==> config.mk <==
export PLATFORM = sky130hd
export DESIGN_NAME = spi_cnt_ctrl
export DESIGN_NICKNAME = d
export VERILOG_FILES = /design/src/rtl/spi_cnt_ctrl_pkg.sv /design/src/rtl/spi_cnt_ctrl_sync_2ff.sv /design/src/rtl/spi_cnt_ctrl.sv
export SDC_FILE = /design/constraint.sdc
export NUM_CORES = 1
export LEC_CHECK = 0
export CAP_MARGIN = 0
export CORE_MARGIN = 3
export CORE_UTILIZATION = 44
export DETAILED_ROUTE_END_ITERATION = 10
export GPL_ROUTABILITY_DRIVEN = 0
export GPL_TIMING_DRIVEN = 0
export PLACE_DENSITY = 0.75
export SLEW_MARGIN = 20
export SYNTH_ARGS = -nofsm -noshare
export SYNTH_HDL_FRONTEND = slang
export SYNTH_SLANG_ARGS = --single-unit
==> constraint.sdc <==
create_clock -name clk -period 1.57 [get_ports clk]
set_clock_uncertainty 0.05 [all_clocks]
set_input_delay 0.471 -clock clk [delete_from_list [all_inputs] [get_ports clk]]
set_output_delay 0.471 -clock clk [all_outputs]
set_load 0.02 [all_outputs]
Fig. 1: PDN straps and rails
Bar = 20 µm. Pins as bars on the die edge.
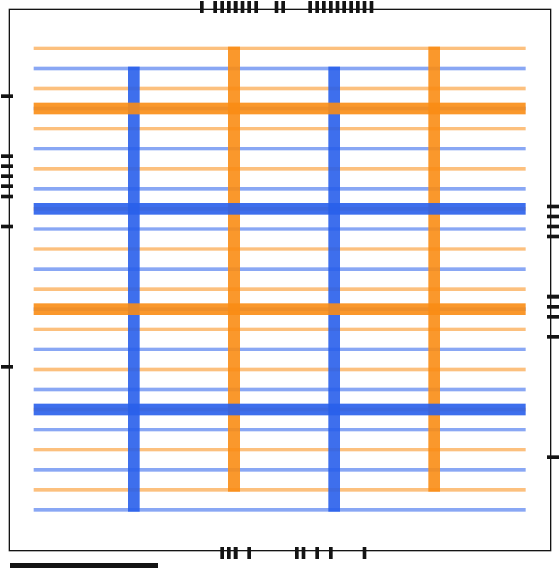
legend:
  VDD:
    color: orange
  VSS:
    color: blue
met5 straps: 4
signal pins: 46
rows: 23
met4 straps: 4
met1 rails: 24
die y size: 73.2 µm
Core Area: 0.00417 mm²
die extent in x: 73.2 µm

Fig. 2: cells colored by class
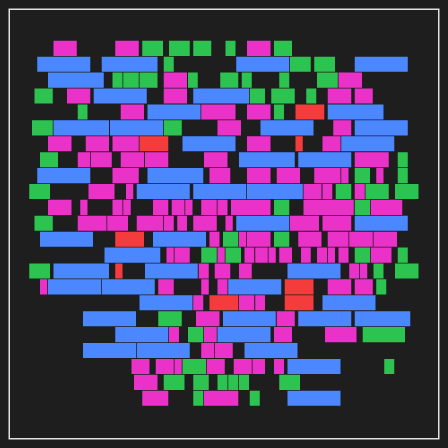
legend:
  all other logic:
    color: magenta
    cells: 109
  flip-flops:
    color: blue
    cells: 46
  clock drivers and dummy loads:
    color: red
    cells: 8
  other buffers and delay cells:
    color: green
    cells: 58
final instance area: 0.00273 mm²
flop share of the area: 42.7%
# rows: 23

Fig. 3: clock distribution
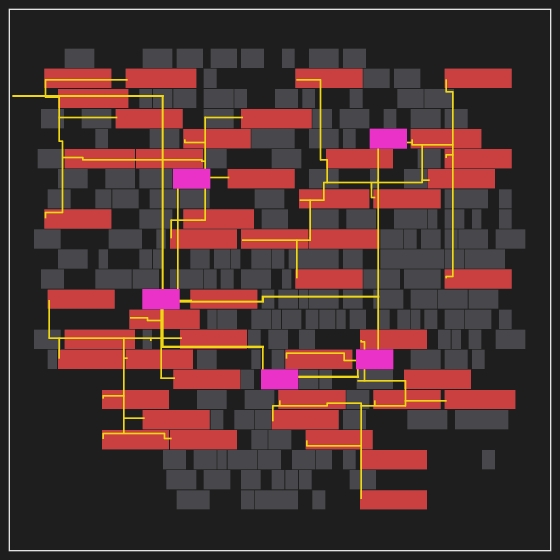
legend:
  flip-flops:
    color: red
    count: 46
  clock wires:
    color: yellow
    length: 521 µm
  cells driving clock nets:
    color: magenta
    count: 5
routed clock nets: 6
clock share of power: 18.7%
clk pwr: 720 µW
Worst-Skew Late Latency: 300 ps

==> flow_summary.toml <==
# yosys + openroad results
[floorplan]
fp_util_pct = 47.6
die-area_mm2 = 0.00536
nWellTaps = 50

[critical_path]
path_depth = 4
r2r_cells = 4
cp.required_ps = 1710
crit_arrival_ps = 1840
crit_path_max_incr_delay_ps = 590
cp_top_family = "simple AND/OR/NAND/NOR gates"
worstPathMaxFanout = 5
end_kind = "flip-flop"

[clock_tree]
cts_hold_buf = 0
post_cts_buffers = 4
cts.sinks = 46
cts.htree.levels = 2

[sta]
maxSlewViolCount = 0
setup_violations = 10
worst_pin_slew_ps = 656
post-route-min-period_ps = 1710
max_freq_mhz = 586
setup_ws_ps = -137

[synthesis]
edf_count = 0
yosysWarnings = 0
ys_ff = 46
yosysTopAreaCell = "dfrtp_1"
xor_area_share_pct = 4.85
synthMuxAreaShare_pct = 13.4
synth_chip_area_mm2 = 0.00199
syn_area_mm2 = 0.00199
ys_seq_share_pct = 58.6
fp_nets = 174
ys_cells = 156
syn_inst = 156
synthSimpleGateAreaFrac_pct = 13.2
aoi_share_pct = 4.79
synth_cell_types = 35
postSynthAreaPerCell_um2 = 12.7

[pwr]
vdd_drop_max_mv = 0.665
power.switching_uw = 1370
power_uw = 3860
swShare_pct = 35.4
internal_power_uw = 2490
power.density_mw_per_mm2 = 1420
powerComb_uw = 1360
p_seq_uw = 1780
power-top-group = "registers"

[detailed_routing]
drc = 0
num_vias = 1425
wl_per_cell_um = 15.7
wl_met2_mm = 2.31
first_iter_violations = 52
wl_met1_mm = 1.76
ant_nets = 0

[status]
outcome = "complete, but fails checks"
violations = "negative setup slack"

[finish]
clk_share_pct = 3.30
drive_above_1_share_pct = 44.3
antennaDiodeCount = 0
post-route-util_pct = 65.3
clkbuf_count = 8
inverters = 6
largestClassByArea = "flip-flops and latches"
n_fill_cell = 325
final_cell_mix = "dfrtp_1, mux2_2, buf_4"
nMultiInputCombCells = 103
seqCellArea_mm2 = 0.00116
area_growth_pct = 37.2
nFlopsAndLatches = 46
buffer_area_share_pct = 16.7

[grt]
grt_use_total_pct = 18.0
met1_usage_pct = 22.6
grt_pass1_vias = 1484
met2_usage_pct = 29.4
busiest_layer = "met2"

[run]
tool_warnings = 32

[worst_hold_path]
hold_path.class = "input port to async pin"

[placement]
pre_cts_ws_ps = -832
Power and IR drop assume default switching activity.
